[src/rtl/uart_pkg.sv]
// Shared definitions for the UART receive path: FSM encoding, line levels
// and the parity helper used when checking a received word.
package uart_pkg;

    typedef enum logic [2:0] {
        IDLE,
        START,
        DATA,
        PARITY_BIT,
        STOP
    } state_t;

    localparam logic LINE_IDLE = 1'b1;
    localparam logic START_BIT = 1'b0;

    // Narrower words are zero-extended by the caller, which leaves parity unchanged.
    function automatic logic even_parity(input logic [7:0] data);
        return ^data;
    endfunction

endpackage

[src/rtl/uart_baud_gen.sv]
// Oversampling tick generator: one-clock tick every CLK_FREQ/(BAUD_RATE*OVERSAMPLE)
// clocks, phase-resettable through clr. Shared with the transmitter side.
module uart_baud_gen #(
    parameter int CLK_FREQ   = 16_000_000,
    parameter int BAUD_RATE  = 9_600,
    parameter int OVERSAMPLE = 16
) (
    input  logic clk,
    input  logic rst,
    input  logic clr,
    output logic tick
);

    localparam int DIV = CLK_FREQ / (BAUD_RATE * OVERSAMPLE);
    localparam int CW  = (DIV > 1) ? $clog2(DIV) : 1;

    logic [CW-1:0] cnt;

    assign tick = (cnt == CW'(DIV - 1));

    always_ff @(posedge clk or negedge rst) begin
        if (!rst) begin
            cnt <= '0;
        end else if (clr || tick) begin
            cnt <= '0;
        end else begin
            cnt <= cnt + 1'b1;
        end
    end

endmodule

[src/rtl/uart_rx.sv]
// UART receiver: synchronises the serial line, finds the start edge, samples
// each bit at its centre and presents the word with parity and framing flags.
module uart_rx
    import uart_pkg::*;
#(
    parameter int   CLK_FREQ   = 16_000_000,
    parameter int   BAUD_RATE  = 9_600,
    parameter int   OVERSAMPLE = 16,
    parameter int   PARITY     = 1,
    parameter int   DO_WIDTH   = 8,
    parameter logic STOP_LEVEL = 1'b1
) (
    input  logic                clk,
    input  logic                rst,
    input  logic                rx,
    output logic [DO_WIDTH-1:0] dout,
    output logic                dout_vld,
    output logic                parity_err,
    output logic                frame_err,
    output logic                busy
);

    localparam int SW = $clog2(OVERSAMPLE);
    localparam int BW = (DO_WIDTH > 1) ? $clog2(DO_WIDTH) : 1;
    localparam logic [SW-1:0] MID_CNT  = SW'(OVERSAMPLE / 2 - 1);
    localparam logic [SW-1:0] LAST_CNT = SW'(OVERSAMPLE - 1);
    localparam logic [BW-1:0] LAST_BIT = BW'(DO_WIDTH - 1);

    state_t              state;
    logic                rx_meta;
    logic                rx_s;
    logic                rx_q;
    logic                tick;
    logic                start_det;
    logic [SW-1:0]       scnt;
    logic [BW-1:0]       bcnt;
    logic [DO_WIDTH-1:0] shift_reg;
    logic                pbit;

    // rx_q lags rx_s so a line held low cannot look like a fresh falling edge.
    always_ff @(posedge clk or negedge rst) begin
        if (!rst) begin
            rx_meta <= LINE_IDLE;
            rx_s    <= LINE_IDLE;
            rx_q    <= LINE_IDLE;
        end else begin
            rx_meta <= rx;
            rx_s    <= rx_meta;
            rx_q    <= rx_s;
        end
    end

    assign start_det = (state == IDLE) && (rx_q == LINE_IDLE) && (rx_s == START_BIT);

    uart_baud_gen #(
        .CLK_FREQ   (CLK_FREQ),
        .BAUD_RATE  (BAUD_RATE),
        .OVERSAMPLE (OVERSAMPLE)
    ) u_baud_gen (
        .clk  (clk),
        .rst  (rst),
        .clr  (start_det),
        .tick (tick)
    );

    always_ff @(posedge clk or negedge rst) begin
        if (!rst) begin
            state      <= IDLE;
            scnt       <= '0;
            bcnt       <= '0;
            shift_reg  <= '0;
            pbit       <= 1'b0;
            dout       <= '0;
            dout_vld   <= 1'b0;
            parity_err <= 1'b0;
            frame_err  <= 1'b0;
            busy       <= 1'b0;
        end else begin
            dout_vld <= 1'b0;
            case (state)
                IDLE: begin
                    if (start_det) begin
                        state <= START;
                        scnt  <= '0;
                        bcnt  <= '0;
                        busy  <= 1'b1;
                    end
                end
                // A start bit that is high again at its centre was only a glitch.
                START: begin
                    if (tick) begin
                        if (scnt == MID_CNT) begin
                            scnt <= '0;
                            if (rx_s == LINE_IDLE) begin
                                state <= IDLE;
                                busy  <= 1'b0;
                            end else begin
                                state <= DATA;
                            end
                        end else begin
                            scnt <= scnt + 1'b1;
                        end
                    end
                end
                DATA: begin
                    if (tick) begin
                        if (scnt == LAST_CNT) begin
                            scnt      <= '0;
                            shift_reg <= {rx_s, shift_reg[DO_WIDTH-1:1]};
                            if (bcnt == LAST_BIT) begin
                                bcnt  <= '0;
                                state <= (PARITY != 0) ? PARITY_BIT : STOP;
                            end else begin
                                bcnt <= bcnt + 1'b1;
                            end
                        end else begin
                            scnt <= scnt + 1'b1;
                        end
                    end
                end
                PARITY_BIT: begin
                    if (tick) begin
                        if (scnt == LAST_CNT) begin
                            scnt  <= '0;
                            pbit  <= rx_s;
                            state <= STOP;
                        end else begin
                            scnt <= scnt + 1'b1;
                        end
                    end
                end
                STOP: begin
                    if (tick) begin
                        if (scnt == LAST_CNT) begin
                            scnt       <= '0;
                            dout       <= shift_reg;
                            parity_err <= (PARITY != 0) && (pbit != even_parity(8'(shift_reg)));
                            frame_err  <= (rx_s != STOP_LEVEL);
                            dout_vld   <= 1'b1;
                            busy       <= 1'b0;
                            state      <= IDLE;
                        end else begin
                            scnt <= scnt + 1'b1;
                        end
                    end
                end
                default: begin
                    state <= IDLE;
                    busy  <= 1'b0;
                end
            endcase
        end
    end

endmodule

[config.mk]
export PLATFORM = sky130hd
export DESIGN_NAME = uart_rx
export DESIGN_NICKNAME = d
export VERILOG_FILES = /design/src/rtl/uart_pkg.sv /design/src/rtl/uart_baud_gen.sv /design/src/rtl/uart_rx.sv
export SDC_FILE = /design/constraint.sdc
export NUM_CORES = 1
export LEC_CHECK = 0
export CORE_AREA = 2 2 68 70
export CTS_BUF_LIST = sky130_fd_sc_hd__clkbuf_2 sky130_fd_sc_hd__clkbuf_4 sky130_fd_sc_hd__clkbuf_8
export DETAILED_ROUTE_END_ITERATION = 12
export DIE_AREA = 0 0 70 72
export PLACE_DENSITY = 0.73
export SYNTH_ARGS = -nofsm -noshare
export SYNTH_HDL_FRONTEND = slang
export SYNTH_SLANG_ARGS = --single-unit
[constraint.sdc]
create_clock -name clk -period 1.9 [get_ports clk]
set_input_delay 0.475 -clock clk [delete_from_list [all_inputs] [get_ports clk]]
set_output_delay 0.475 -clock clk [all_outputs]
set_load 0.03 [all_outputs]
==> notes.md <==
This note records the results obtained with Yosys and OpenROAD.

Critical path
The required time of the critical path is ~2100 ps. Looking at the critical path, the highest net fanout was 4. STA classifies the critical path startpoint as a register.

STA classifies the critical path endpoint as a register. The setup path with the least slack is of type reg2reg. The worst path arrival time is around 2100 ps.

Synthesis
By count the netlist is led by 38 x dfrtp_1, 19 x mux2_2, 11 x nor2_1. After synthesis, the design contains roughly 170 cells according to Yosys. The main area contributors are dfrtp_1 46%, mux2_2 10%, dfstp_2 3.8%. The chip area from the yosys synthesis statistics is between 2000 and 2500 µm².

For this run, the number of Yosys warnings is 0. The number of nets in the synthesized netlist is between 150 and 200. In the synthesized netlist the async set-or-reset flop fraction comes to 100%.

Averaged over all synthesized cells, the footprint is around 12 µm². The number of standard cells after synthesis is 170. The synthesized design contains 0 enable-type register cells. The fraction of post-synthesis cell area in the top cell type by area is between 40% and 50%. Summing every instance area after synthesis gives ~2000 µm².

The synthesis stat section lists a flop and latch total of 41. Summed over all instances, the cell type with the most area after synthesis is dfrtp_1. The post-synthesis cell type count is 51.

For this run, the leading register cell type out of synthesis is dfrtp_1. Per Yosys stat, the portion of area used by sequential elements is between 50% and 60%. The most used standard cell by instance count after synthesis is dfrtp_1.

Route
The first detailed-routing pass took 4 iterations. The script logs the mean routed wire length per placed instance as approximately 16 µm. The number of remaining DRC errors is 0. In the routed layout, each cell is associated on average with a via count of 5.63.

The number of design-rule violations left by the first detailed-router iteration is roughly 85. Summed over all layers, the routed wires come to about 4 mm. The via total after detailed routing is 1441. In this run the remaining antenna-violating nets after routing total 0.

Final timing
The post-route clock skew is between 10 and 15 ps. The maximum clock frequency is ~530 MHz. The final timing summary puts the cycle share of the worst path at 99.1%. For reference, the final report shows the max-slew violation count at 0.

The worst slew margin relative to its limit is between 60% and 70%. Setup repair after global routing could not meet its margin everywhere. The final hold violation count recorded for this run is 0.

From the final report, the count of setup violators was given as 0. The worst path in the final design needs a cycle of roughly 1900 ps, including I/O delays and setup. The slew of the pin with the lowest slew margin is 507 ps.

Finish
From synthesis to final layout, the design area changed by 21.0%. The final layout contains approximately 210 nets. The end-of-flow core utilization is roughly three fifths. The number of filler cells placed in the layout is ~360. The antenna cell count is 0. The post-route cell area is 2480 µm².

The layout summary lists the proportion of cells stronger than drive strength 1 as around a third.

CTS
The clock latency on the worst-skew pair is 300 ps. Counting every sink on the clock net gives 41. The library cell used as clock root buffer is clkbuf_8. CTS reports a maximum clock tree buffer depth of 2. The number of clock buffers inserted by TritonCTS is 5.

TritonCTS built the clock tree. The H-tree generated during clock tree synthesis spans 2 levels. The clock transition at the register clock pins on the worst setup and hold paths after CTS is 90 ps.

Global route
The residual overflow from global routing is 0. The global-route wire length before repair is 6.76 mm. The number of antenna violations at the first check in global routing was 0. The number of global-route vias before repair is 1471. Overall routing resource usage recorded by global route was between 10% and 20%.

Entering global routing, the biggest net connects between 40 and 50 pins.

Die
The chip occupies between 5000 and 6000 µm². According to the floorplan report, the die height is between 70 and 80 µm. In this run the core area contains 24 standard-cell rows. From left edge to right edge, the die measures 70 µm. Per the OpenROAD floorplan log, the area of the core is roughly 4300 µm².

The I/O pin count is 15. The effective utilization at floorplan is between 40% and 50%.

Placed design
The total of buffers placed on input and output ports is 14. In the placement report, post-DP HPWL is listed as 2.79 mm. The placement-stage cell area is approximately 2300 µm². The final RePlAce weighted congestion is slightly above 0.8.

Power and ir drop
The leakage power summed over all cells is 1.19 nW. The design draws 2.21 mW. Dividing total power by cell area gives a power density of between 800 and 900 nW/µm².

The worst vdd rail ir drop is around 0.44 mV.

Run
Summing over the stages, the warning tally comes to 27. The number of maximum-capacitance violations recorded for the run is 0.

Worst hold path
The path class of the tightest hold or removal check is in2async.

Status
The flow ran to the end, and the final reports show no timing, DRC or antenna violations.
==> through the flow <==
stage	hold slack, ps	instances	setup slack, ps	TNS (ps)
global placement	348	244	61.0	0
detailed placement	348	244	28.8	0
global route	272	256	-28.9	-28.9
floorplan	179	170	38.8	0
finish	225	256	17.3	0
CTS	246	252	21.8	0
==> area by class of cell <==
class	instances	area [µm²]	share of cell area, %
Tap cell	52	65.1	2.62
Sequential cell	41	1030	41.5
Clock inverter	2	37.5	1.51
Clock buffer	6	82.6	3.33
Timing Repair Buffer	33	278	11.2
Inverter	4	15.0	0.605
Multi-Input combinational cell	118	972	39.2
==> layer usage <==
layer  track usage (%)  part of all wire, %  vias to the layer above
li1                  -                    -                      683
met1              20.8                   45                      723
met2              30.2                   51                       28
met3              3.19                  2.9                        7
met4              6.62                  1.7                        0
met5                 0                    0                        -
==> final timing paths <==
check	from	endpoint	slack, ps	cells past startpoint
max	scnt[1]	state[0]	20	5
min	rst	busy	230	2
max reg2reg	scnt[1]	state[0]	20	5
min reg2reg	rx_meta	rx_s	350	0
max in group asynchronous	rst	rx_meta	1290	2
min in group clk	rx_meta	rx_s	350	0
==> report_power, final <==
group | switching [mW] | internal (mW) | total (mW)
Sequential | 0.0805 | 0.944 | 1.02
Clock | 0.314 | 0.427 | 0.741
Combinational | 0.210 | 0.231 | 0.441
Total | 0.604 | 1.60 | 2.21
==> timing repair <==
action	CTS	global route
setup endpoints to repair	0	9
gates resized	0	4
hold buffers	0	0
setup buffers	0	4
==> worst max-delay path, stage by stage, from the launching register on <==
cell     delay [ps]
dfrtp_1         400
ha_2            190
and3b_2         220
or4b_4          540
o311a_1         140
mux2_4          290
==> cell families (layout without fill, tap and decap cells) <==
group	Yosys count	count (layout)	synth area share (%)
muxes	23	23	12.8
and+or+nand+nor	54	54	17.3
DFF	41	41	50.2
buffers and inverters	11	45	2.75
AOI/OAI and AO/OA	26	26	9.16
xor gates and xnor gates	11	11	5.37
adders and majority gates	4	4	2.44
==> cell usage in the layout (no fill, tap or decap), types with 2 or more instances in the layout <==
cell type	instances
nand3_1	8
or3b_2	2
a21oi_1	3
o31ai_1	4
inv_1	4
and3_1	4
o21ai_0	6
mux2_1	2
nor4b_1	2
clkdlybuf4s50_1	13
nand2b_1	2
a21boi_0	2
nand4_1	4
nand2_1	6
ha_1	3
dfstp_2	3
mux2_2	19
nor3b_4	2
nor2_1	11
dfrtp_1	38
buf_4	19
xor2_1	3
clkbuf_8	6
xnor2_1	7
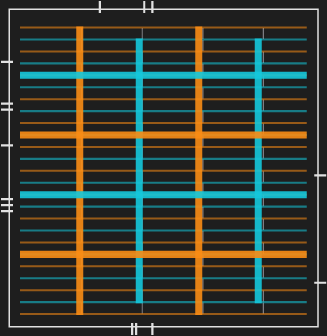
(images/floorplan.png)
Pins as bars on the die edge. Tap cells in gray.
legend:
  VDD:
    color: cyan
  VSS:
    color: orange
signal pins: 15
met1 rails: 25

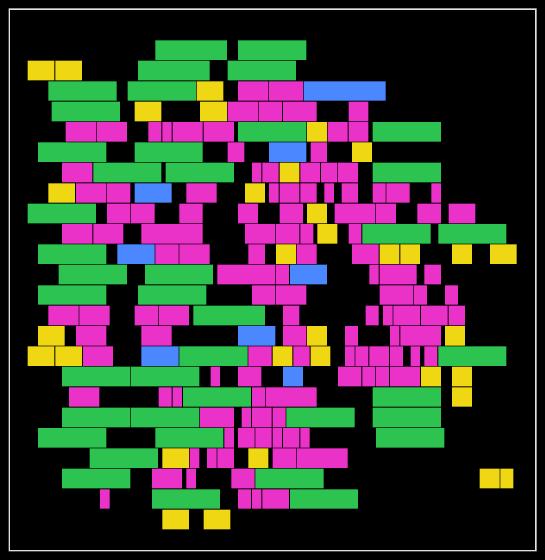
(images/class_map.png)
legend:
  clock drivers and dummy loads:
    color: blue
    cells: 8
  remaining buffers and delay cells:
    color: yellow
    cells: 33
  registers:
    color: green
    cells: 41
  remaining logic cells:
    color: magenta
    cells: 122

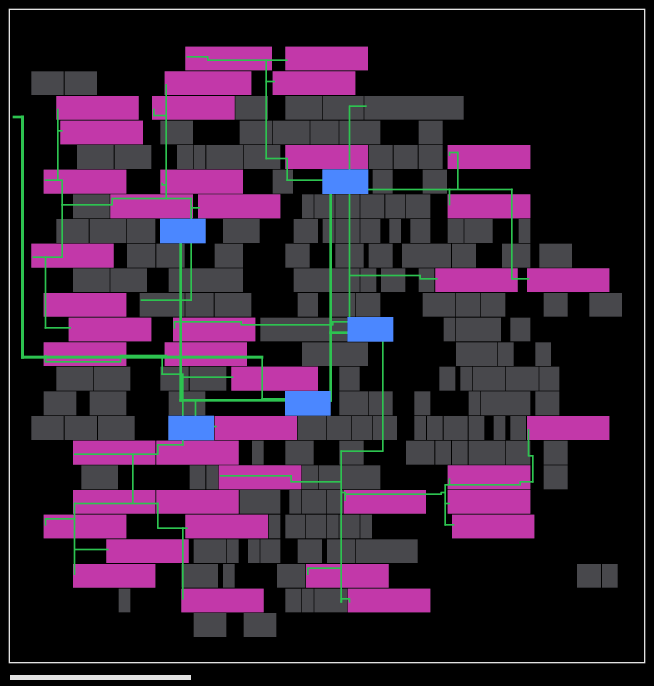
(images/clock_wires.png)
Bar = 20 µm.
legend:
  clock wires:
    color: green
    length: 526 µm
  flip-flops:
    color: magenta
    count: 41
  clock-net drivers:
    color: blue
    count: 5
flops lie: widely spread
routed clock nets: 6

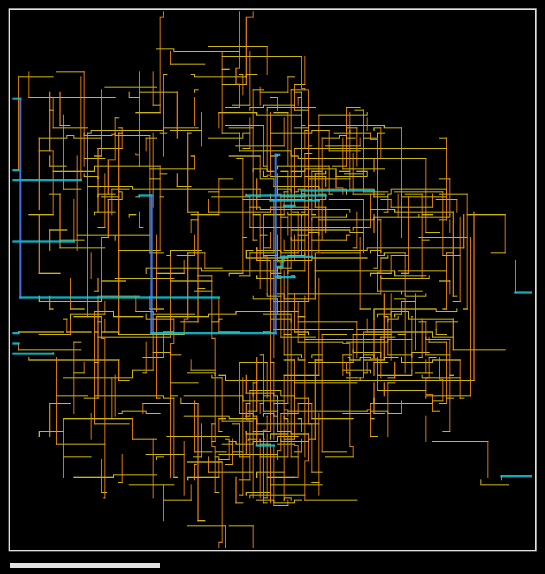
(images/layers.png)
Bar = 20 µm.
legend:
  M1:
    color: yellow
    wire_length: 1770 µm
  M3:
    color: cyan
    wire_length: 115 µm
  M2:
    color: orange
    wire_length: 2020 µm
  M4:
    color: blue
    wire_length: 68.7 µm

Power figures rest on the tool's default switching activity, not on a simulated workload.
